==> config.mk <==
export PLATFORM = sky130hd
export DESIGN_NAME = regfile_dump_ctrl
export DESIGN_NICKNAME = d
export VERILOG_FILES = /design/src/rtl/regfile_dump_ctrl.sv
export SDC_FILE = /design/constraint.sdc
export NUM_CORES = 1
export LEC_CHECK = 0
export CAP_MARGIN = 20
export CELL_PAD_IN_SITES_DETAIL_PLACEMENT = 0
export CELL_PAD_IN_SITES_GLOBAL_PLACEMENT = 2
export CORE_ASPECT_RATIO = 1.75
export CORE_MARGIN = 8
export CORE_UTILIZATION = 28
export CTS_CLUSTER_DIAMETER = 100
export DETAILED_ROUTE_END_ITERATION = 7
export PLACE_DENSITY_LB_ADDON = 0.1
export SETUP_SLACK_MARGIN = 0.05
export SLEW_MARGIN = 5
export SYNTH_ARGS = -nofsm -noshare
export SYNTH_HDL_FRONTEND = slang
export SYNTH_SLANG_ARGS = --single-unit
export TNS_END_PERCENT = 30
==> constraint.sdc <==
create_clock -name clk -period 2.2 [get_ports clk]
set_input_delay 0.22 -clock clk [delete_from_list [all_inputs] [get_ports clk]]
set_output_delay 0.22 -clock clk [all_outputs]
set_load 0.03 [all_outputs]
==> src/rtl/regfile_dump_ctrl.sv <==
// Register-file dump sequencer: walks debug read port 0..NUM_REGS-1, streams bytes MSB first.
// Optional REGDUMP_CHECKSUM_EN appends an XOR checksum byte after the last register.
module regfile_dump_ctrl #(
  parameter int NUM_REGS = 32,
  parameter int ADDR_W   = 5,
  parameter int DATA_W   = 32
) (
  input  logic              clk,
  input  logic              rst,
  input  logic              start,
  input  logic              abort,
  output logic              busy,
  output logic              done,
  output logic              dbg_on,
  output logic [ADDR_W-1:0] dbg_addr,
  input  logic [DATA_W-1:0] dbg_data,
  output logic [7:0]        tx_data,
  output logic              tx_valid,
  input  logic              tx_ready
);

  localparam int BYTES  = DATA_W / 8;
  localparam int BCNT_W = (BYTES > 1) ? $clog2(BYTES) : 1;

`ifdef REGDUMP_CHECKSUM_EN
  typedef enum logic [2:0] {S_IDLE, S_ADDR, S_LOAD, S_SEND, S_CSUM, S_DONE} state_t;
`else
  typedef enum logic [2:0] {S_IDLE, S_ADDR, S_LOAD, S_SEND, S_DONE} state_t;
`endif

  state_t              state, state_next;
  logic [ADDR_W-1:0]   index;
  logic [BCNT_W-1:0]   byte_cnt;
  logic [DATA_W-1:0]   shift;
  logic                handshake;
  logic                last_byte;
  logic                last_reg;

  assign handshake = tx_valid && tx_ready;
  assign last_byte = (byte_cnt == BCNT_W'(BYTES - 1));
  assign last_reg  = (index == ADDR_W'(NUM_REGS - 1));

  // NOTE: state registers use non-blocking assignments so every flop samples pre-edge values.
  always_ff @(posedge clk) begin
    if (rst) state <= S_IDLE;
    else     state <= state_next;
  end

  // NOTE: every combinational output gets a default first, so no path can infer a latch.
  always_comb begin
    state_next = state;
    unique case (state)
      S_IDLE: if (start) state_next = S_ADDR;
      S_ADDR: state_next = S_LOAD;
      S_LOAD: state_next = S_SEND;
      S_SEND: begin
        if (handshake && last_byte) begin
          if (!last_reg)
            state_next = S_ADDR;
          else
`ifdef REGDUMP_CHECKSUM_EN
            state_next = S_CSUM;
`else
            state_next = S_DONE;
`endif
        end
      end
`ifdef REGDUMP_CHECKSUM_EN
      S_CSUM: if (handshake) state_next = S_DONE;
`endif
      S_DONE: state_next = S_IDLE;
      default: state_next = S_IDLE;
    endcase
    // Abort outranks any handshake landing on the same edge, including the final one.
    if (abort && state != S_IDLE) state_next = S_IDLE;
  end

  always_ff @(posedge clk) begin
    if (rst) begin
      index    <= '0;
      byte_cnt <= '0;
      shift    <= '0;
    end else begin
      unique case (state)
        S_IDLE: begin
          if (start) index <= '0;
          byte_cnt <= '0;
        end
        S_LOAD: begin
          shift    <= dbg_data;
          byte_cnt <= '0;
        end
        S_SEND: begin
          if (handshake) begin
            shift    <= shift << 8;
            byte_cnt <= byte_cnt + 1'b1;
            if (last_byte && !last_reg) index <= index + 1'b1;
          end
        end
        S_DONE: index <= '0;
        default: ;
      endcase
    end
  end

`ifdef REGDUMP_CHECKSUM_EN
  logic [7:0] csum;

  always_ff @(posedge clk) begin
    if (rst)                                csum <= 8'h00;
    else if (state == S_IDLE && start)      csum <= 8'h00;
    else if (state == S_SEND && handshake)  csum <= csum ^ tx_data;
  end
`endif

  always_comb begin
    busy     = (state != S_IDLE);
    done     = (state == S_DONE);
    dbg_on   = 1'b0;
    tx_valid = 1'b0;
    tx_data  = 8'h00;
    unique case (state)
      S_ADDR, S_LOAD: dbg_on = 1'b1;
      S_SEND: begin
        dbg_on   = 1'b1;
        tx_valid = 1'b1;
        tx_data  = shift[DATA_W-1 -: 8];
      end
`ifdef REGDUMP_CHECKSUM_EN
      S_CSUM: begin
        dbg_on   = 1'b1;
        tx_valid = 1'b1;
        tx_data  = csum;
      end
`endif
      default: ;
    endcase
    dbg_addr = dbg_on ? index : '0;
  end

endmodule

==> flow_summary.toml <==
# implementation run metrics
[die]
die_h_um = 131
core_area_mm2 = 0.00746
floorplan.core_util_pct = 28.5
rows = 42
die_w_um = 81.9
ioPinCount = 54
chipArea_mm2 = 0.0108

[sta]
max_slew.worst_pin.slew_ps = 487
setup_slack_ps = 177
rsz0062_at_grt = "false"
final_max_slew_viol_count = 0
fin_tns_setup_ps = 0
fin_hold_ws_ps = 471
fin_skew_ps = 3.64
max_freq_mhz = 494
setup_viol = 0
hold_viol_final = 0
max_slew_margin_pct = 67.4
finalClockPeriodUsage_pct = 92.0
period_needed_ps = 2020

[synth]
ys_chip_area_mm2 = 0.00213
synth_top_area_share_pct = 39.5
area_leaders = "dfxtp_1 40%, nand2_1 11%, a311oi_1 8.6%"
ys_seq_share_pct = 39.5
ys_cells = 253
edf_count = 0
synth_area_mm2 = 0.00213
avgSynthCellArea_um2 = 8.41
most_common_cell = "nand2_1"
ys_warn_count = 0
flop_cell = "dfxtp_1"
synth.net_count = 293
ys_ff = 42
yosysUniqueCellTypes = 42
top_area_cell = "dfxtp_1"
async_flop_share_pct = 0
common_cells = "60 x nand2_1, 42 x dfxtp_1, 33 x a21oi_1"
synthCells = 253

[global_route]
grt_util_all_layers_pct = 12.3
overflow = 0
antenna_found_initial = 0
grt_pass1_wl_mm = 10.7
grt_max_degree = 34
grt_pass1_vias = 2077

[route]
routed_wl_mm = 6.49
drt_iter0_drc = 124
vias_per_cell = 5.15
wl_met1_mm = 2.71
top_layer = "met4"
met2_length_mm = 3.37
first_pass_iters = 4
drtAntennaViolNets = 0
dr_wl_met3_um = 292
drc_errors = 0
wire_per_inst_um = 16.6
vias = 2018

[layout]
drive_gt1_share_pct = 13.5
finalInstanceArea_mm2 = 0.00288
logic_area_mm2 = 0.00114
antenna_cells = 0
n_fill_cell = 818
syn2layout_area_growth_pct = 35.3
layout.area.seq_um2 = 841
nets = 343

[setup_path]
r2r_slack_ps = 290
path_class = "flop to primary output"
arrival_ps = 1800
worstPathRequired_ps = 1980
startpoint_type = "flop"
path_max_fanout = 13
cp-end-kind = "primary output"

[clock_tree]
numCtsBuffers = 5
cts.htree.levels = 2
insertion_delay_ps = 280
clockBufferDepth = 2
numClockSinks = 42
hold_buffers = 0
cts-root-buf = "clkbuf_16"
cts_tree = "yes"
clk_pin_slew_ps = 60

[flow_run]
warnings = 27
drv_cap = 0

[place]
io_buffers = 53
gp_congestion = 0.703
pre_cts_slack_ps = 312
place_hpwl_mm = 4.56
placed_area_mm2 = 0.00270

[power]
power.leakage_nw = 1.04
peakVddDrop_uv = 302
total_power_w = 0.00187
powerDensity_mw_per_mm2 = 651

[outcome]
status = "finished clean"

[worst_hold_path]
hold_path_class = "flop to flop"
logic make-up after synthesis:
| group | Yosys count | share of synthesized area [%] |
|---|---|---|
| AND/OR/NAND/NOR | 104 | 24.2 |
| AND-OR/OR-AND | 78 | 26.3 |
| flip-flops | 42 | 39.5 |
| buffers and inverters | 24 | 7.23 |
| adder cells (fa/ha/maj) | 3 | 1.76 |
| multiplexers | 2 | 0.941 |
flip-flops by register name, indices dropped and copies added (netlist names):
signal / flops
byte_cnt: 2
index: 5
shift: 32
state: 3
worst max-delay path: stages (launching register included):
cell and delay (ps):
dfxtp_1 430, nor2_2 270, and2_1 160, clkdlybuf4s50_1 670
layout make-up:
| cell class | count | share of cell area, % |
|---|---|---|
| flip-flops and latches | 42 | 29.2 |
| multi-input cells | 187 | 39.4 |
| well taps | 88 | 3.82 |
| repair buffers | 65 | 21.6 |
| clock buffers | 7 | 4.60 |
| inverters | 2 | 0.261 |
| clock inverters | 1 | 1.04 |
path summary, 6_finish.rpt:
check	from	to	depth (start not counted)
hold reg to reg	shift[4]$_SDFFE_PP0P_	shift[12]$_SDFFE_PP0P_	2
setup reg to reg	index[0]$_SDFFE_PP0P_	index[3]$_SDFFE_PP0P_	6
hold / removal	shift[4]$_SDFFE_PP0P_	shift[12]$_SDFFE_PP0P_	2
setup / recovery	state[2]$_SDFFE_PP0P_	dbg_addr[4]	3
per-layer routing:
layer,vias to the layer above,global-route usage (%)
met5,-,0
met4,0,4.22
met3,4,2.60
met2,41,20.7
met1,954,14.7
li1,1019,-
where the power goes:
group	switching (W)	total (W)	internal, W	leakage [nW]
Combinational	0.000119	0.000240	0.000122	0.622
Clock	0.000294	0.000831	0.000537	0.0781
Sequential	0.0000141	0.000803	0.000789	0.341
metrics by stage:
step	instances	utilization, %
after floorplan	253	-
after global placement	382	36.2
after detailed placement	382	36.2
after CTS	390	38.4
after global routing	392	38.6
final	392	38.6
placed cells by master (no fill, tap or decap), types with 2 or more instances in the layout:
cell	Yosys	routed
a21oi_1	33	33
a311oi_1	21	21
a311oi_2	3	3
a31oi_1	3	3
and2_1	14	14
and3b_1	2	2
buf_12	0	2
buf_4	3	19
clkbuf_1	6	2
clkbuf_16	0	5
clkdlybuf4s50_1	0	44
dfxtp_1	42	42
ha_1	3	3
mux2i_1	2	2
nand2_1	60	60
nand2b_1	2	2
nand3_1	7	7
nand3b_1	3	3
nor2_1	4	3
nor2_2	1	2
o21ai_0	9	9
o221ai_1	2	2
or4_1	2	2
what timing repair did:
item,4_1_cts,5_1_grt
endpoints found under the setup margin,5,8
gates resized,1,0
buffers inserted,0,2
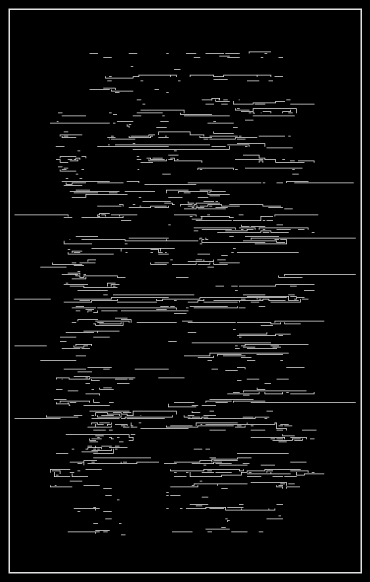
met1.png
The layer carries 2710 µm of wire. The wires run mostly horizontal.

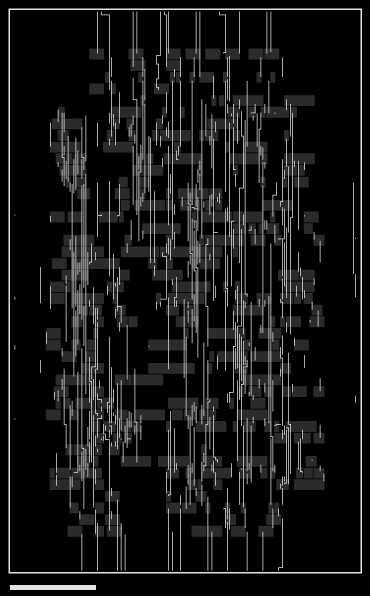
met2.png
Bar = 20 µm.
283 nets have wire on it. The wires run mostly vertical. The layer carries 3370 µm of wire.

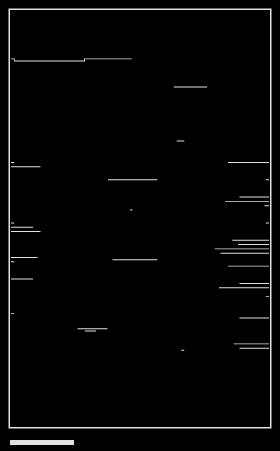
met3.png
Bar = 20 µm.
The layer holds 4.5% of the routed length. The layer carries 292 µm of wire. The longest straight run is 22.1 µm.

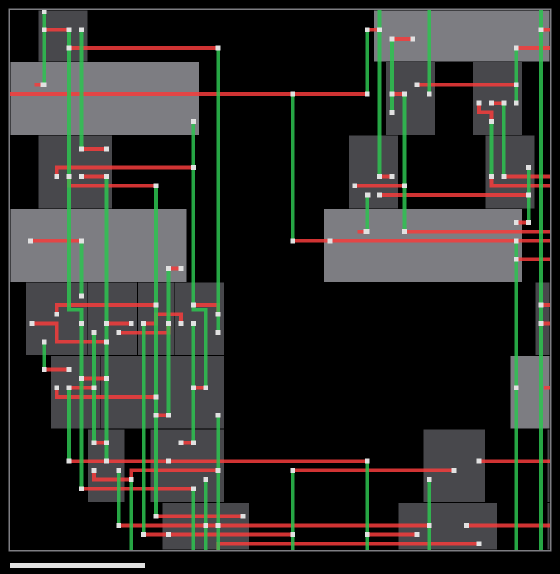
zoom.png
Bar = 5 µm. Window x 10 to 30, y 88 to 108 µm. Cells in grey, sequential cells in the stronger grey; small squares are vias.
met2: in green. met1: in red.
Most frequent: dfxtp_1 (4), o21ai_0 (3), a21oi_1 (3). Netlist names of flops here include byte_cnt (2), shift (2). Sequential cells in the window: 4. 21 logic cells have their middle in the window.

No activity file was given, so power comes from the tool's default toggle rates.
